$ cat src/rtl/qroute_defs_pkg.sv
// Shared Q-routing node definitions: word width, neighbor-table layout and
// the neighbor-scan FSM state encoding.
package qroute_defs;

    localparam int WORD_WIDTH = 16;

    typedef logic [WORD_WIDTH-1:0] word_t;

    localparam word_t TABLE_BASE_DEFAULT = 16'h0100;
    localparam word_t QVAL_MAX           = 16'hFFFF;

    // Each neighbor entry is three consecutive words: id, qvalue, hop.
    localparam int ENTRY_STRIDE = 3;
    localparam int OFF_ID       = 0;
    localparam int OFF_Q        = 1;
    localparam int OFF_HOP      = 2;

    typedef enum logic [3:0] {
        S_IDLE,
        S_REQ,
        S_CNT_A,
        S_CNT_D,
        S_ID_A,
        S_ID_D,
        S_Q_A,
        S_Q_D,
        S_HOP_A,
        S_HOP_D,
        S_DONE
    } scan_state_t;

endpackage

$ cat src/rtl/neighbor_scan_nbr_compare.sv
// Combinational per-entry judgement against the running best and this node.
// With SELF_FILTER_EN defined, entries carrying this node's own ID are ineligible.
module nbr_compare
    import qroute_defs::*;
(
    input  logic [WORD_WIDTH-1:0] entry_id,
    input  logic [WORD_WIDTH-1:0] entry_qvalue,
    input  logic [WORD_WIDTH-1:0] run_qvalue,
    input  logic [WORD_WIDTH-1:0] my_qvalue,
    input  logic [WORD_WIDTH-1:0] my_node_id,
    output logic                  eligible,
    output logic                  replace,
    output logic                  better
);

`ifdef SELF_FILTER_EN
    assign eligible = (entry_id != my_node_id);
`else
    logic unused_ids;
    assign unused_ids = ^{entry_id, my_node_id};
    assign eligible   = 1'b1;
`endif

    // Strict less-than: on a tie the earlier (lower-index) entry stays best.
    assign replace = eligible && (entry_qvalue < run_qvalue);
    assign better  = eligible && (entry_qvalue < my_qvalue);

endmodule

$ cat src/rtl/neighbor_scan.sv
// Walks the neighbor table in shared node memory and reduces it to the best
// neighbor plus a better-than-self count. Optional macro: SELF_FILTER_EN.
module neighbor_scan
    import qroute_defs::*;
#(
    parameter logic [WORD_WIDTH-1:0] TABLE_BASE = TABLE_BASE_DEFAULT,
    parameter int                    MAX_NBR    = 16
) (
    input  logic                  clock,
    input  logic                  reset,
    input  logic                  start,
    input  logic [WORD_WIDTH-1:0] my_qvalue,
    input  logic [WORD_WIDTH-1:0] my_node_id,
    output logic                  mem_req,
    input  logic                  mem_gnt,
    output logic [WORD_WIDTH-1:0] mem_address,
    input  logic [WORD_WIDTH-1:0] mem_data_out,
    output logic [WORD_WIDTH-1:0] best_id,
    output logic [WORD_WIDTH-1:0] best_qvalue,
    output logic [WORD_WIDTH-1:0] best_hop,
    output logic [WORD_WIDTH-1:0] better_count,
    output logic                  best_valid,
    output logic                  busy,
    output logic                  done
);

    localparam word_t MAX_N = word_t'(MAX_NBR);

    scan_state_t state, state_next;

    word_t my_q_r, my_id_r;
    word_t n_eff, nbr_idx;
    word_t cur_id, cur_q;
    word_t acc_id, acc_q, acc_hop, acc_count;
    logic  acc_valid;
    word_t addr_hold;

    logic  cap_cnt, cap_id, cap_q, cap_hop, load_out;
    logic  is_last;
    logic  cmp_eligible, cmp_replace, cmp_better;

    word_t fin_id, fin_q, fin_hop, fin_count;
    logic  fin_valid;

    function automatic word_t field_addr(input word_t idx, input int off);
        return TABLE_BASE + WORD_WIDTH'(1 + off) + WORD_WIDTH'(ENTRY_STRIDE) * idx;
    endfunction

    // NOTE: sequential state uses non-blocking assignments so every register
    // samples pre-edge values regardless of process ordering.
    always_ff @(posedge clock) begin
        if (reset) state <= S_IDLE;
        else       state <= state_next;
    end

    assign is_last = ((nbr_idx + word_t'(1)) == n_eff);

    // NOTE: every output of this block gets a default first, so no path can
    // leave one unassigned and infer a latch.
    always_comb begin
        state_next = state;
        cap_cnt    = 1'b0;
        cap_id     = 1'b0;
        cap_q      = 1'b0;
        cap_hop    = 1'b0;
        load_out   = 1'b0;
        mem_req    = 1'b0;
        busy       = (state != S_IDLE);
        done       = 1'b0;
        case (state)
            S_IDLE:  if (start) state_next = S_REQ;
            S_REQ: begin
                mem_req = 1'b1;
                if (mem_gnt) state_next = S_CNT_A;
            end
            S_CNT_A: begin
                mem_req = 1'b1;
                if (mem_gnt) state_next = S_CNT_D;
            end
            S_CNT_D: begin
                mem_req = 1'b1;
                if (mem_gnt) begin
                    cap_cnt = 1'b1;
                    if (mem_data_out == '0) begin
                        state_next = S_DONE;
                        load_out   = 1'b1;
                    end else begin
                        state_next = S_ID_A;
                    end
                end
            end
            S_ID_A: begin
                mem_req = 1'b1;
                if (mem_gnt) state_next = S_ID_D;
            end
            S_ID_D: begin
                mem_req = 1'b1;
                if (mem_gnt) begin
                    cap_id     = 1'b1;
                    state_next = S_Q_A;
                end
            end
            S_Q_A: begin
                mem_req = 1'b1;
                if (mem_gnt) state_next = S_Q_D;
            end
            S_Q_D: begin
                mem_req = 1'b1;
                if (mem_gnt) begin
                    cap_q      = 1'b1;
                    state_next = S_HOP_A;
                end
            end
            S_HOP_A: begin
                mem_req = 1'b1;
                if (mem_gnt) state_next = S_HOP_D;
            end
            S_HOP_D: begin
                mem_req = 1'b1;
                if (mem_gnt) begin
                    cap_hop = 1'b1;
                    if (is_last) begin
                        state_next = S_DONE;
                        load_out   = 1'b1;
                    end else begin
                        state_next = S_ID_A;
                    end
                end
            end
            S_DONE: begin
                done       = 1'b1;
                state_next = S_IDLE;
            end
            default: state_next = S_IDLE;
        endcase
    end

    // The address is live only in *_A states; elsewhere the last one is replayed.
    always_comb begin
        case (state)
            S_CNT_A: mem_address = TABLE_BASE;
            S_ID_A:  mem_address = field_addr(nbr_idx, OFF_ID);
            S_Q_A:   mem_address = field_addr(nbr_idx, OFF_Q);
            S_HOP_A: mem_address = field_addr(nbr_idx, OFF_HOP);
            default: mem_address = addr_hold;
        endcase
    end

    nbr_compare u_compare (
        .entry_id     (cur_id),
        .entry_qvalue (cur_q),
        .run_qvalue   (acc_q),
        .my_qvalue    (my_q_r),
        .my_node_id   (my_id_r),
        .eligible     (cmp_eligible),
        .replace      (cmp_replace),
        .better       (cmp_better)
    );

    // Accumulators including the entry being finished this cycle, if any.
    always_comb begin
        fin_id    = acc_id;
        fin_q     = acc_q;
        fin_hop   = acc_hop;
        fin_count = acc_count;
        fin_valid = acc_valid;
        if (state == S_HOP_D) begin
            fin_valid = acc_valid | cmp_eligible;
            if (cmp_replace) begin
                fin_id  = cur_id;
                fin_q   = cur_q;
                fin_hop = mem_data_out;
            end
            if (cmp_better && (acc_count != QVAL_MAX)) fin_count = acc_count + word_t'(1);
        end
    end

    always_ff @(posedge clock) begin
        if (reset) begin
            my_q_r       <= '0;
            my_id_r      <= '0;
            n_eff        <= '0;
            nbr_idx      <= '0;
            cur_id       <= '0;
            cur_q        <= '0;
            acc_id       <= '0;
            acc_q        <= QVAL_MAX;
            acc_hop      <= '0;
            acc_count    <= '0;
            acc_valid    <= 1'b0;
            addr_hold    <= '0;
            best_id      <= '0;
            best_qvalue  <= QVAL_MAX;
            best_hop     <= '0;
            better_count <= '0;
            best_valid   <= 1'b0;
        end else begin
            addr_hold <= mem_address;
            if ((state == S_IDLE) && start) begin
                my_q_r    <= my_qvalue;
                my_id_r   <= my_node_id;
                nbr_idx   <= '0;
                acc_id    <= '0;
                acc_q     <= QVAL_MAX;
                acc_hop   <= '0;
                acc_count <= '0;
                acc_valid <= 1'b0;
            end
            if (cap_cnt) n_eff <= (mem_data_out > MAX_N) ? MAX_N : mem_data_out;
            if (cap_id)  cur_id <= mem_data_out;
            if (cap_q)   cur_q  <= mem_data_out;
            if (cap_hop) begin
                acc_id    <= fin_id;
                acc_q     <= fin_q;
                acc_hop   <= fin_hop;
                acc_count <= fin_count;
                acc_valid <= fin_valid;
                nbr_idx   <= nbr_idx + word_t'(1);
            end
            if (load_out) begin
                best_id      <= fin_id;
                best_qvalue  <= fin_q;
                best_hop     <= fin_hop;
                better_count <= fin_count;
                best_valid   <= fin_valid;
            end
        end
    end

endmodule

$ cat config.mk
export PLATFORM = sky130hd
export DESIGN_NAME = neighbor_scan
export DESIGN_NICKNAME = d
export VERILOG_FILES = /design/src/rtl/qroute_defs_pkg.sv /design/src/rtl/neighbor_scan_nbr_compare.sv /design/src/rtl/neighbor_scan.sv
export SDC_FILE = /design/constraint.sdc
export NUM_CORES = 1
export LEC_CHECK = 0
export CAP_MARGIN = 20
export CORE_MARGIN = 3
export CORE_UTILIZATION = 58
export CTS_BUF_LIST = sky130_fd_sc_hd__clkbuf_2 sky130_fd_sc_hd__clkbuf_4 sky130_fd_sc_hd__clkbuf_8
export CTS_CLUSTER_DIAMETER = 200
export DETAILED_ROUTE_END_ITERATION = 16
export HOLD_SLACK_MARGIN = 0.1
export PLACE_DENSITY = 0.82
export SLEW_MARGIN = 20
export SYNTH_ARGS = -nofsm -noshare
export SYNTH_HDL_FRONTEND = slang
export SYNTH_SLANG_ARGS = --single-unit
$ cat constraint.sdc
create_clock -name clock -period 4.8 [get_ports clock]
set_input_delay 0.72 -clock clock [delete_from_list [all_inputs] [get_ports clock]]
set_output_delay 0.72 -clock clock [all_outputs]
set_load 0.03 [all_outputs]
**Track usage over the die**

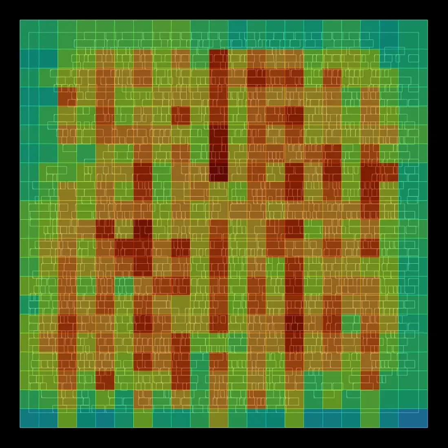
met3 Track Usage GR: 3.81%
gr usage total: 27.3%
met1 usage: 34.8%
fin util: 70.4%
DR WL/cell: 16.6 um

==> ci_impl_report.md <==
### Yosys + OpenROAD results

| Metric | Value |
|---|---|
| Clock Root Buffer | clkbuf_8 |
| Num rows | 51 |
| Die H | around 150 um |
| Crit path largest cell delay | approximately 430 ps |
| Reg2reg setup slack | between 1000 and 1500 ps |
| Net Switching | between 0.0009 and 0.001 W |
| PnR worst setup slack | between 150 and 200 ps |
| Req. time, crit path | ~4000 ps |
| Clk buf depth | 3 |
| Port Buffer Count | about 120 |
| Area Overhead vs Synth | 17.7% |
| Cycle use final | 96.4% |
| Largest Pwr Group | sequential cells |
| Comb. pwr | 0.000282 W |
| Pin count of the biggest net entering global routing | 99 |
| Crit end category | primary output |
| Die area | 22100 sq um |
| Grt total ovfl | 0 |
| Vias per cell | roughly 6 |
| Most used cell, CP | xor2_1 |
| Worst Hold Class | flop to flop |
| Final antenna-violating net count | 0 |
| Core utilization at floorplan | 59.9% |
| Hold Vio Cnt, Final | 0 |
| FMAX | 216 MHz |
| Initial antenna violation count | 0 |
| Skew-Pair Late Insertion Delay | approximately 540 ps |
| CP arrival | 3910 ps |
| VDD IR-drop max | between 150 and 200 uV |
| Switching share of power | between 20 and 30% |
| Crit path launch type | flop |
| Final Net Count | about 1.7k |
| Worst-path cell with the longest stage delay | dlygate4sd2_1 |
| Ys flops | approximately 230 |
| Worst-path fanout max | 5 |
| P_clk | around 0.0017 W |
| Post-synth cell types | roughly 67 |
| H-tree levels | 2 |
| Chip width | ~150 um |
| Net Count, Synth | approximately 1.6k |
| Cells after Synth | between 1.5k and 2k |
| Tool warning count | about 43 |
| Relative slew slack | between 30% and 40% |
| Ys flop type | dfxtp_1 |
| Initial DRC Count | between 800 and 900 |
| Post-Syn Area | ~12000 sq um |
| Ports | about 140 |
| CTS tree | done |
| Yosys warns | 0 |
| Core Area | about 20000 sq um |
| Cell area leaders | dfxtp_1, nand2_1, a21oi_1, ha_1, nor2_1 |
| Setup CP Type | flop to primary output |
| RePlAce Congestion | around 0.86 |
| Vias in the first global route | slightly above 10k |
| P per Cell Area | 283 nW/um^2 |
| Crit path time final | approximately 4600 ps |
| Antenna Cells | 0 |
| Buf+Inv Stages, Crit Path | 2 |
| Max-cap violations | 0 |
| DP HPWL | ~20 mm |
| Part of the power in the clock network | around 43% |
| Cell count in the Yosys report | between 1.5k and 2k |
| Ys async rst share | 0% |
| Worst-path cell chain | ha_1 -> inv_1 -> fa_1 -> nand2b_1 -> a21oi_1 -> xor2_1 -> nand3_1 -> o21ai_1 -> nor2b_1 -> xor2_1 -> o221ai_1 -> dlygate4sd2_1 |
| Final setup fails | 0 |
| Sequential element share of the synthesized area | 39.0% |
| Slew Limit Fails | 0 |
| Syn Area/Cell | just under 8 sq um |
| Logic gate share of total power | 7.2% |
| Post-CTS Hold Buffers | 0 |
| Clk_skew | approximately 24 ps |
| Reg clk slew, reported paths | approximately 60 ps |
| Yosys stat area | 11800 sq um |
| Delay-heaviest family, CP | AND-OR/OR-AND gates |
| RSZ-0062 raised after global routing | yes |
| Status | completed |
| DR DRC count | 0 |
| Post-synth EDFFs | 0 |
| Router iterations before antenna repair | 6 |
| Seq power | slightly below 0.002 W |
| Num CTS Buffers | 39 |
| Worst Max-Slew Pin Slew | about 1000 ps |
| Worst slack, placed | 321 ps |
| Area share, top type | 39.0% |
| Reg power frac | between 40% and 50% |
**Metal 3**

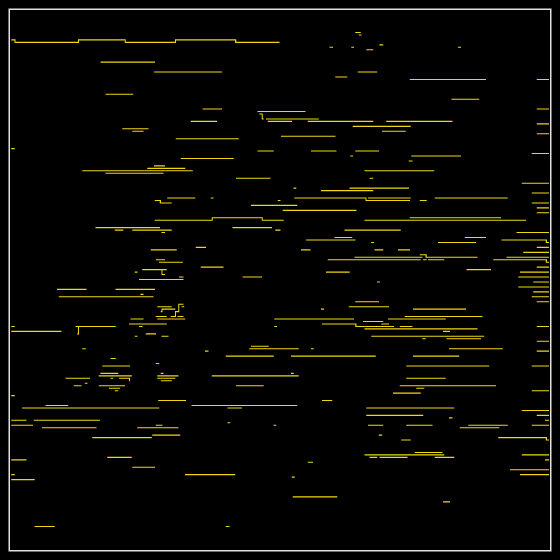
- wire length on this layer: 2020 um
- longest straight run: 44.2 um
- nets with wire on the layer: 147
- share of all routed wire: 6.5%
total routed wirelength: 31.1 mm
total number of vias: 11.2k

==> cells in the final DEF (no fill, tap or decap), types with 5 or more instances in the layout <==
cell type and count:
nand3_1 55, clkbuf_4 10, nor3_1 42, nor2b_1 7, dfxtp_1 230, buf_4 22, a21oi_1 151, nor3b_1 5
nand2_1 240, nor4_1 10, o21ai_1 10, nor2_1 138, nand2b_1 15, xor2_1 21, ha_1 47, clkinv_2 8
a31o_2 5, o221ai_1 6, or4_1 8, o31ai_1 8, or3_1 9, o21ai_0 61, xnor2_1 43, clkdlybuf4s50_1 109
and3_1 20, a221oi_1 16, a31oi_1 9, a211oi_1 27, clkbuf_8 44, a21o_1 14, a22oi_1 10, a311oi_1 39
inv_1 47, nand4_1 7, and2_1 38
==> final timing paths <==
check / from / endpoint / depth (start not counted)
setup / recovery: nbr_idx[1] / mem_address[12] / 12
hold / removal: acc_id[4] / best_id[4] / 2
setup reg to reg: nbr_idx[2] / best_qvalue[13] / 10
hold reg to reg: acc_id[4] / best_id[4] / 2
==> worst register-to-register path, stage by stage, from the launching register on <==
cell	delay, ps
dfxtp_1	440
ha_1	370
nand4_2	240
nor3_2	370
nand2_1	170
xnor2_1	270
nand4_1	170
nor4_1	600
a21oi_4	400
a221oi_1	450
o21ai_0	140
==> cell type report <==
class                           instances  area (sq um)
Fill cell                            1565          5830
Clock inverter                         11          72.6
Timing Repair Buffer                  139          1340
Sequential cell                       230          4600
Multi-Input combinational cell       1126          6680
Inverter                               47           176
Clock buffer                           54           681
Tap cell                              265           332
==> layer usage <==
metal / share of wire, % / routed length, um / global-route usage (%)
met1: 41 / 12700 / 34.8
met2: 49 / 15300 / 46.8
met3: 6.5 / 2020 / 3.81
met4: 3.6 / 1110 / 10.6
met5: 0 / 0 / 0
==> cells by family after synthesis <==
kind of cell / after synthesis / synth area share (%)
AOI/OAI and AO/OA: 395 / 21.4
xor gates and xnor gates: 66 / 4.96
adders and majority gates: 48 / 5.15
buffers and inverters: 150 / 5.06
DFF: 230 / 39.0
muxes: 3 / 0.254
and+or+nand+nor: 614 / 24.1
==> cell usage after synthesis, drive strengths merged, types with 38 or more instances <==
master and n:
clkbuf 80, dfxtp 230, nand3 55, a311oi 39
nor2 139, o21ai 73, and2 38, a21oi 153
inv 47, nor3 46, xnor2 43, ha 47
nand2 240
==> metrics by stage <==
stage | instance area [sq um] | power, W | setup TNS (ps) | std cells | hold WS [ps]
final | 13900 | 0.00393 | 0 | 1872 | 450
after global routing | 13900 | 0.00407 | -28.6 | 1872 | 479
after CTS | 13800 | 0.00396 | 0 | 1871 | 451
after detailed placement | 13100 | 0.00226 | 0 | 1806 | 446
after global placement | 13100 | 0.00226 | 0 | 1806 | 440
after floorplan | 11800 | 0.00215 | 0 | 1506 | 436
==> timing repair <==
action | CTS | global route
hold endpoints to repair | 0 | 0
setup endpoints to repair | 5 | 6
setup buffers | 0 | 1
pin swaps | 0 | 1
cloned | 0 | 0
gates resized | 8 | 8
Power is estimated from default activity; no workload was simulated.
